Figure 1. The clock network.
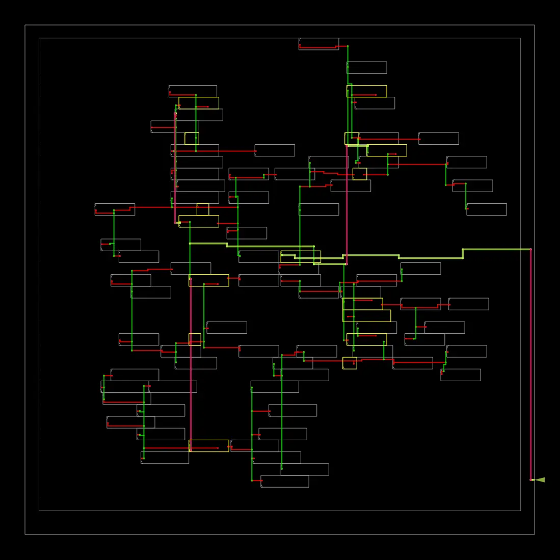
Figure 2. Close-up of the layout.
Region (4, 63) to (54, 113) um. Cells in gray, sequential cells in the stronger gray; small squares are vias.
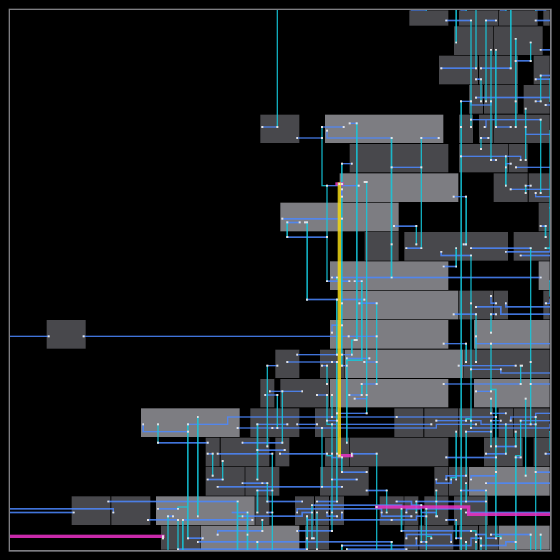
Figure 3. Logic cells by family.
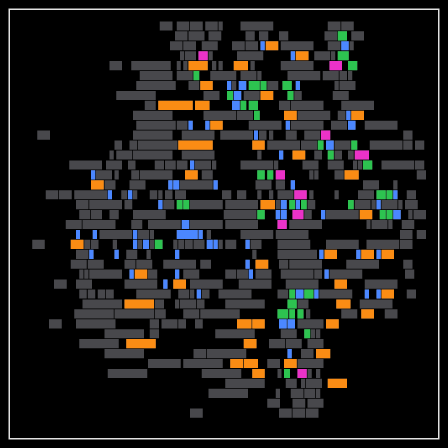
Figure 4. Floorplan with the power grid.
Pins as bars on the die edge.
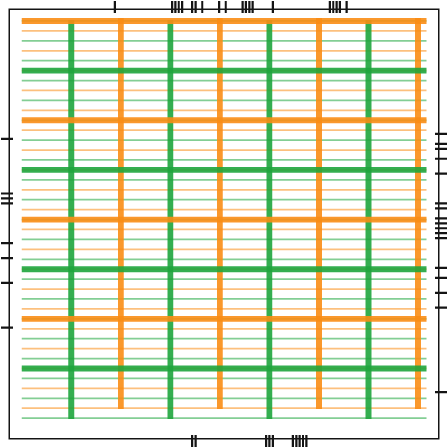
Figure 5. Register map, names as in the netlist.
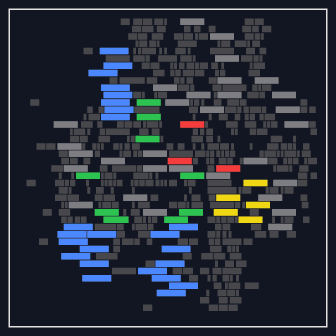
<file path="src/rtl/tlu_aligned_combiner.sv">
// Trade logic combiner: re-aligns skewed strategy flags, scores them with
// runtime weights, thresholds the scores and rate-limits trades via cooldown.
module tlu_aligned_combiner #(
   parameter int NUM_STRAT  = 3,
   parameter int WEIGHT_W   = 3,
   parameter int SKEW_DEPTH = 4,
   parameter int COOLDOWN   = 4,
   parameter int SCORE_W    = WEIGHT_W + $clog2(NUM_STRAT + 1)
) (
   input  logic                          clk,
   input  logic                          rst,
   input  logic                          enable,
   input  logic                          flush,
   input  logic [NUM_STRAT-1:0]          strat_valid,
   input  logic [NUM_STRAT-1:0]          strat_buy,
   input  logic [NUM_STRAT-1:0]          strat_sell,
   input  logic [NUM_STRAT*WEIGHT_W-1:0] buy_weight,
   input  logic [NUM_STRAT*WEIGHT_W-1:0] sell_weight,
   input  logic [SCORE_W-1:0]            buy_threshold,
   input  logic [SCORE_W-1:0]            sell_threshold,
   output logic                          buy_signal,
   output logic                          sell_signal,
   output logic                          data_valid_end,
   output logic [SCORE_W-1:0]            buy_score,
   output logic [SCORE_W-1:0]            sell_score,
   output logic                          overflow
);

   localparam int PTR_W = $clog2(SKEW_DEPTH);
   localparam int CNT_W = (COOLDOWN > 0) ? $clog2(COOLDOWN + 1) : 1;

   typedef enum logic {
      READY,
      COOL
   } state_t;

   logic [NUM_STRAT-1:0] head_buy;
   logic [NUM_STRAT-1:0] head_sell;
   logic [NUM_STRAT-1:0] not_empty;
   logic [NUM_STRAT-1:0] is_full;
   logic [NUM_STRAT-1:0] push_req;
   logic [NUM_STRAT-1:0] drop;
   logic                 pop;

   assign push_req = enable ? strat_valid : '0;
   assign drop     = push_req & is_full;
   assign pop      = &not_empty;

   // Per-channel skew FIFO; pointers carry an extra wrap bit for full/empty.
   genvar g;
   generate
      for (g = 0; g < NUM_STRAT; g++) begin : g_fifo
         logic [1:0]     mem [SKEW_DEPTH];
         logic [PTR_W:0] wr_ptr;
         logic [PTR_W:0] rd_ptr;
         logic           wr_en;

         assign wr_en        = push_req[g] && !is_full[g] && !flush;
         assign not_empty[g] = (wr_ptr != rd_ptr);
         assign is_full[g]   = (wr_ptr[PTR_W] != rd_ptr[PTR_W]) &&
                               (wr_ptr[PTR_W-1:0] == rd_ptr[PTR_W-1:0]);
         assign head_buy[g]  = mem[rd_ptr[PTR_W-1:0]][1];
         assign head_sell[g] = mem[rd_ptr[PTR_W-1:0]][0];

         always_ff @(posedge clk) begin
            if (wr_en) begin
               mem[wr_ptr[PTR_W-1:0]] <= {strat_buy[g], strat_sell[g]};
            end
         end

         always_ff @(posedge clk or posedge rst) begin
            if (rst) begin
               wr_ptr <= '0;
               rd_ptr <= '0;
            end else if (flush) begin
               wr_ptr <= '0;
               rd_ptr <= '0;
            end else begin
               if (wr_en) begin
                  wr_ptr <= wr_ptr + (PTR_W + 1)'(1);
               end
               if (pop) begin
                  rd_ptr <= rd_ptr + (PTR_W + 1)'(1);
               end
            end
         end
      end
   endgenerate

   always_ff @(posedge clk or posedge rst) begin
      if (rst) begin
         overflow <= 1'b0;
      end else if (flush) begin
         overflow <= 1'b0;
      end else if (|drop) begin
         overflow <= 1'b1;
      end
   end

   // Stage 2: weighted scores of the aligned heads
   logic [SCORE_W-1:0] sum_buy;
   logic [SCORE_W-1:0] sum_sell;

   always_comb begin
      sum_buy  = '0;
      sum_sell = '0;
      for (int i = 0; i < NUM_STRAT; i++) begin
         if (head_buy[i]) begin
            sum_buy = sum_buy + SCORE_W'(buy_weight[i*WEIGHT_W +: WEIGHT_W]);
         end
         if (head_sell[i]) begin
            sum_sell = sum_sell + SCORE_W'(sell_weight[i*WEIGHT_W +: WEIGHT_W]);
         end
      end
   end

   logic               s2_valid;
   logic [SCORE_W-1:0] s2_buy;
   logic [SCORE_W-1:0] s2_sell;

   always_ff @(posedge clk or posedge rst) begin
      if (rst) begin
         s2_valid <= 1'b0;
         s2_buy   <= '0;
         s2_sell  <= '0;
      end else if (flush) begin
         s2_valid <= 1'b0;
         s2_buy   <= '0;
         s2_sell  <= '0;
      end else begin
         s2_valid <= pop;
         if (pop) begin
            s2_buy  <= sum_buy;
            s2_sell <= sum_sell;
         end
      end
   end

   // Stage 3: thresholds, tie-break and cooldown
   logic buy_hit;
   logic sell_hit;
   logic win_buy;
   logic win_sell;

   assign buy_hit  = (buy_threshold != '0) && (s2_buy >= buy_threshold);
   assign sell_hit = (sell_threshold != '0) && (s2_sell >= sell_threshold);
   assign win_buy  = buy_hit && (!sell_hit || (s2_buy > s2_sell));
   assign win_sell = sell_hit && (!buy_hit || (s2_sell > s2_buy));

   state_t           state;
   state_t           next_state;
   logic [CNT_W-1:0] cnt;
   logic [CNT_W-1:0] next_cnt;
   logic             next_buy;
   logic             next_sell;

   always_comb begin
      next_state = state;
      next_cnt   = cnt;
      next_buy   = 1'b0;
      next_sell  = 1'b0;
      if (s2_valid) begin
         unique case (state)
            READY: begin
               next_buy  = win_buy;
               next_sell = win_sell;
               if ((win_buy || win_sell) && (COOLDOWN > 0)) begin
                  next_state = COOL;
                  next_cnt   = CNT_W'(COOLDOWN);
               end
            end
            COOL: begin
               next_cnt = cnt - CNT_W'(1);
               if (cnt <= CNT_W'(1)) begin
                  next_state = READY;
               end
            end
         endcase
      end
   end

   always_ff @(posedge clk or posedge rst) begin
      if (rst) begin
         state          <= READY;
         cnt            <= '0;
         buy_signal     <= 1'b0;
         sell_signal    <= 1'b0;
         data_valid_end <= 1'b0;
         buy_score      <= '0;
         sell_score     <= '0;
      end else if (flush) begin
         state          <= READY;
         cnt            <= '0;
         buy_signal     <= 1'b0;
         sell_signal    <= 1'b0;
         data_valid_end <= 1'b0;
         buy_score      <= '0;
         sell_score     <= '0;
      end else begin
         state          <= next_state;
         cnt            <= next_cnt;
         buy_signal     <= next_buy;
         sell_signal    <= next_sell;
         data_valid_end <= s2_valid;
         if (s2_valid) begin
            buy_score  <= s2_buy;
            sell_score <= s2_sell;
         end
      end
   end

endmodule

</file>
<file path="config.mk">
export PLATFORM = sky130hd
export DESIGN_NAME = tlu_aligned_combiner
export DESIGN_NICKNAME = d
export VERILOG_FILES = /design/src/rtl/tlu_aligned_combiner.sv
export SDC_FILE = /design/constraint.sdc
export NUM_CORES = 1
export LEC_CHECK = 0
export CAP_MARGIN = 20
export CORE_MARGIN = 3
export CORE_UTILIZATION = 35
export CTS_CLUSTER_DIAMETER = 200
export DETAILED_ROUTE_END_ITERATION = 8
export PLACE_DENSITY = 0.63
export SETUP_SLACK_MARGIN = 0.05
export SLEW_MARGIN = 25
export SYNTH_ARGS = -nofsm -noshare
export SYNTH_HDL_FRONTEND = slang
export SYNTH_SLANG_ARGS = --single-unit
</file>
<file path="constraint.sdc">
create_clock -name clk -period 3.7 [get_ports clk]
set_clock_uncertainty 0.15 [all_clocks]
set_input_delay 0.925 -clock clk [delete_from_list [all_inputs] [get_ports clk]]
set_output_delay 0.925 -clock clk [all_outputs]
set_load 0.1 [all_outputs]
</file>
==> metrics.log <==
[metrics] run summary
INFO  metric finalSetupTns = 0 ns
INFO  metric power.switching = 0.482 mW
INFO  metric cellLeakagePower = 2.41 nW
INFO  metric hold_ws = 0.377 ns
INFO  metric synth-cells-yosys = 402
INFO  metric instances_no_fill = 635
INFO  metric seq_power_share = 42.9%
INFO  metric compound_area_share = 6.87%
INFO  metric post-synth-top-area-fraction = 27.2%
INFO  metric use_met1 = 17.1%
INFO  metric r2r_end = s2_buy[3]
INFO  metric post_cts_resize_count = 0
INFO  metric syn-num-nets = 493
INFO  metric synth_top_flop_cell = sky130_fd_sc_hd__dfrtp_1
INFO  metric synth.area.top_cells = sky130_fd_sc_hd__dfrtp_1, sky130_fd_sc_hd__edfxtp_1, sky130_fd_sc_hd__ha_1
INFO  metric fillerInstances = 1125
INFO  metric register_area = 1900 um2
INFO  metric power_dissipated_in_sequential_cells = 0.840 mW
INFO  metric number_of_drc_markers_in_iteration_0 = 146
INFO  metric layout-drive-gt1-share = 11.3%
INFO  metric synthesis.yosys.warnings = 0
INFO  metric yosys_register_bits = 71
INFO  metric drt_pre_antenna_iters = 5
INFO  metric report.final.setup_viol = 0
INFO  metric adder_share = 15.1%
INFO  metric finalCriticalPeriod = 3.41 ns
INFO  metric place_worst_setup_slack = 0.00686 ns
INFO  metric cts.clk_slew.worst_paths = 0.06 ns
INFO  metric p_per_area = 365 nW/um2
INFO  metric finalInstanceArea = 5360 um2
INFO  metric globalRoute.totalOverflow = 0
INFO  metric die_width = 117 um
INFO  metric vias = 2960
INFO  metric worstHoldPathCells = 2
INFO  metric worst_hold_startpoint = buy_score[1]
INFO  metric gp_routability_congestion = 0.781
INFO  metric most-common-layout-cells = sky130_fd_sc_hd__nor2_1, sky130_fd_sc_hd__ha_1, sky130_fd_sc_hd__dfrtp_1
INFO  metric per_cell_routed_wire_length = 13.1 um
INFO  metric startpoint_type = flop
INFO  metric cp_data_arrival_time = 3.50 ns
INFO  metric die_h = 117 um
INFO  metric xor_share = 5.05%
INFO  metric drc_errors = 0
INFO  metric total_power = 1.96 mW
INFO  metric comb_power_share = 12.4%
INFO  metric cts_post_setup_buffers_inserted = 0
INFO  metric met2_usage = 21.8%
INFO  metric globalRoute.busiestLayer = met2
INFO  metric vias_per_cell = 4.66
INFO  metric cts_hold_buf = 0
INFO  metric comb-power = 0.243 mW
INFO  metric synthSimpleGateAreaFrac = 13.0%
INFO  metric fmax = 294 MHz
INFO  metric placedCellCount = 616
INFO  metric first_global_vias = 2993
INFO  metric criticalPathCategory = reg -> reg
INFO  metric postRouteWirelength = 8.34 mm
INFO  metric top_level_ports = 55
INFO  metric clkSinkCount = 71
INFO  metric finalNetCount = 553
INFO  metric power.clock.fraction = 44.7%
INFO  metric clock_path_buffers = 2
INFO  metric max_h_tree_level = 3
INFO  metric critical_path.endpoint_type = flop
INFO  metric crit_path_cell_trace = buf_4, mux4_2, and2_4, ha_1, inv_1, fa_1, mux2_2, inv_1, ha_1, a21oi_1, nor2b_1, o21ai_0, xor2_1, a211oi_1
INFO  metric r2r_cells = 14
INFO  metric drv_cap = 0
INFO  metric critPathMaxStageDelay = 0.54 ns
INFO  metric topCombFamilyByArea = adder cells
INFO  metric core_area = 12100 um2
INFO  metric post-route-worst-setup-slack = 0.294 ns
INFO  metric critical_path.reg2reg.startpoint = g_fifo[0].rd_ptr[0]
INFO  metric largest_area_cell = sky130_fd_sc_hd__dfrtp_1
INFO  metric rrSetupSlack = 0.29 ns
INFO  metric mi_logic_area = 2240 um2
INFO  metric asyncSetResetFlopFracSynth = 66.2%
INFO  metric tool_warnings = 38
INFO  metric maximum_number_of_pins_on_one_net_before_global_route_repair = 38
INFO  metric outcome = completed
INFO  metric syn_area = 4330 um2
INFO  metric cts_made_buffers = 9
INFO  metric antenna_found_initial = 0
INFO  metric synth-area-yosys = 4330 um2
INFO  metric worst_ir_drop_vdd = 0.204 mV
INFO  metric area_delta_synth_final = 23.7%
INFO  metric design.die.area = 13700 um2
INFO  metric portBuffers = 54
INFO  metric netSwitchingFraction = 24.6%
INFO  metric internal_power = 1.48 mW
INFO  metric global_route_wire_length_before_repair = 14.2 mm
INFO  metric synth.distinct_cells = 44
INFO  metric floorplan.core_util = 35.9%
INFO  metric hold_violations = 0
INFO  metric syn-mean-instance-area = 10.8 um2
INFO  metric yosysSeqAreaShare = 43.8%
INFO  metric dp_hpwl = 6.41 mm
INFO  metric crit_path_max_fanout = 4
INFO  metric holdPathEnd = buy_score[1]
INFO  metric top_cells_by_count = sky130_fd_sc_hd__dfrtp_1, sky130_fd_sc_hd__nor2_1, sky130_fd_sc_hd__ha_1, sky130_fd_sc_hd__inv_1, sky130_fd_sc_hd__mux2i_1
INFO  metric timing.slew.headroom = 41.5%
INFO  metric grtUsageMet3 = 2.26%
INFO  metric root_buffer = sky130_fd_sc_hd__clkbuf_16
INFO  metric mux_share = 11.5%
INFO  metric power.largest_group = the clock network
INFO  metric worst_min_delay_path_class = reg -> reg
INFO  metric power.clock.total = 0.874 mW
INFO  metric drv_slew = 0
INFO  metric antenna-diode-count = 0
INFO  metric number_of_core_rows = 40
INFO  metric timing_worst_slew_pin_value = 0.877 ns
-- Figure 1 (at the start) --
layout sequential cell count: 71
clock latency reported for the late side of the worst-skew pair: 0.33 ns

-- Figure 2 (at the start) --
Key: yellow = M4; cyan = M2; magenta = M3; blue = M1
79 logic cells have their middle in the window. Sequential cells in the window: 15. Netlist names of flops here include `g_fifo.mem` (8), `g_fifo.wr_ptr` (3), `g_fifo.rd_ptr` (3). Most frequent: clkdlybuf4s50_1 (11), edfxtp_1 (8).

-- Figure 3 (at the start) --
Key: blue = nor cells [cells 64]; orange = mux cells [cells 42]; green = aoi and oai cells [cells 37]; magenta = non-inverting ao/oa cells [cells 9]

-- Figure 4 (at the start) --
Key: orange = VDD; green = VSS
The core has 40 rows. 41 met1 rails follow the rows. 55 signal pins sit on the boundary. 8 straps on met4.

-- Figure 5 (at the start) --
Key: yellow = `s2_buy` [flops 5]; blue = `g_fifo.mem` [flops 24]; red = `cnt` [flops 3]; green = `g_fifo.rd_ptr` [flops 9, where middle]
Another 30 sequential cells are not colored.

[routing by layer]
metal | vias to the layer above | share of wire (%)
li1 | 1502 | -
met1 | 1400 | 46
met2 | 48 | 49
met3 | 10 | 3.3
met4 | 0 | 1.9
met5 | - | 0
[final cells by class]
type | instances | area share (%)
Clock buffer | 9 | 4.20
Clock inverter | 7 | 1.49
Inverter | 41 | 2.87
Multi-Input combinational cell | 279 | 41.8
Sequential cell | 71 | 35.4
Tap cell | 168 | 3.92
Timing Repair Buffer | 60 | 10.3
[worst max-delay path by stage]
stage	cells past startpoint	to	startpoint	slack, ns
2_1_floorplan	13	s2_sell[3]	g_fifo[0].rd_ptr[0]	0.46
3_3_place_gp	13	s2_sell[3]	sell_weight[0]	0.08
3_5_place_dp	13	s2_sell[3]	sell_weight[0]	0.007
4_1_cts	13	s2_sell[3]	g_fifo[0].rd_ptr[0]	0.19
5_1_grt	13	s2_sell[3]	g_fifo[0].rd_ptr[0]	0.09
6_report	14	s2_buy[3]	g_fifo[0].rd_ptr[0]	0.29
[sequential cells by signal (all words and copies together) (netlist names)]
register,count
overflow,1
s2_valid,1
sell_score,5
s2_buy,5
s2_sell,5
cnt,3
g_fifo.mem,24
sell_signal,1
state,1
buy_score,5
buy_signal,1
g_fifo.rd_ptr,9
g_fifo.wr_ptr,9
data_valid_end,1
[critical path, delay by kind of cell (launching register included)]
| kind | cells | cell delay (ns) |
|---|---|---|
| adder cells (fa/ha/maj) | 3 | 0.78 |
| buffers and inverters | 3 | 0.25 |
| AND/OR/NAND/NOR | 2 | 0.25 |
| AND-OR/OR-AND | 3 | 0.55 |
| multiplexers | 2 | 0.84 |
| XOR/XNOR | 1 | 0.09 |
| flip-flops | 1 | 0.39 |
Power is estimated from default activity; no workload was simulated.
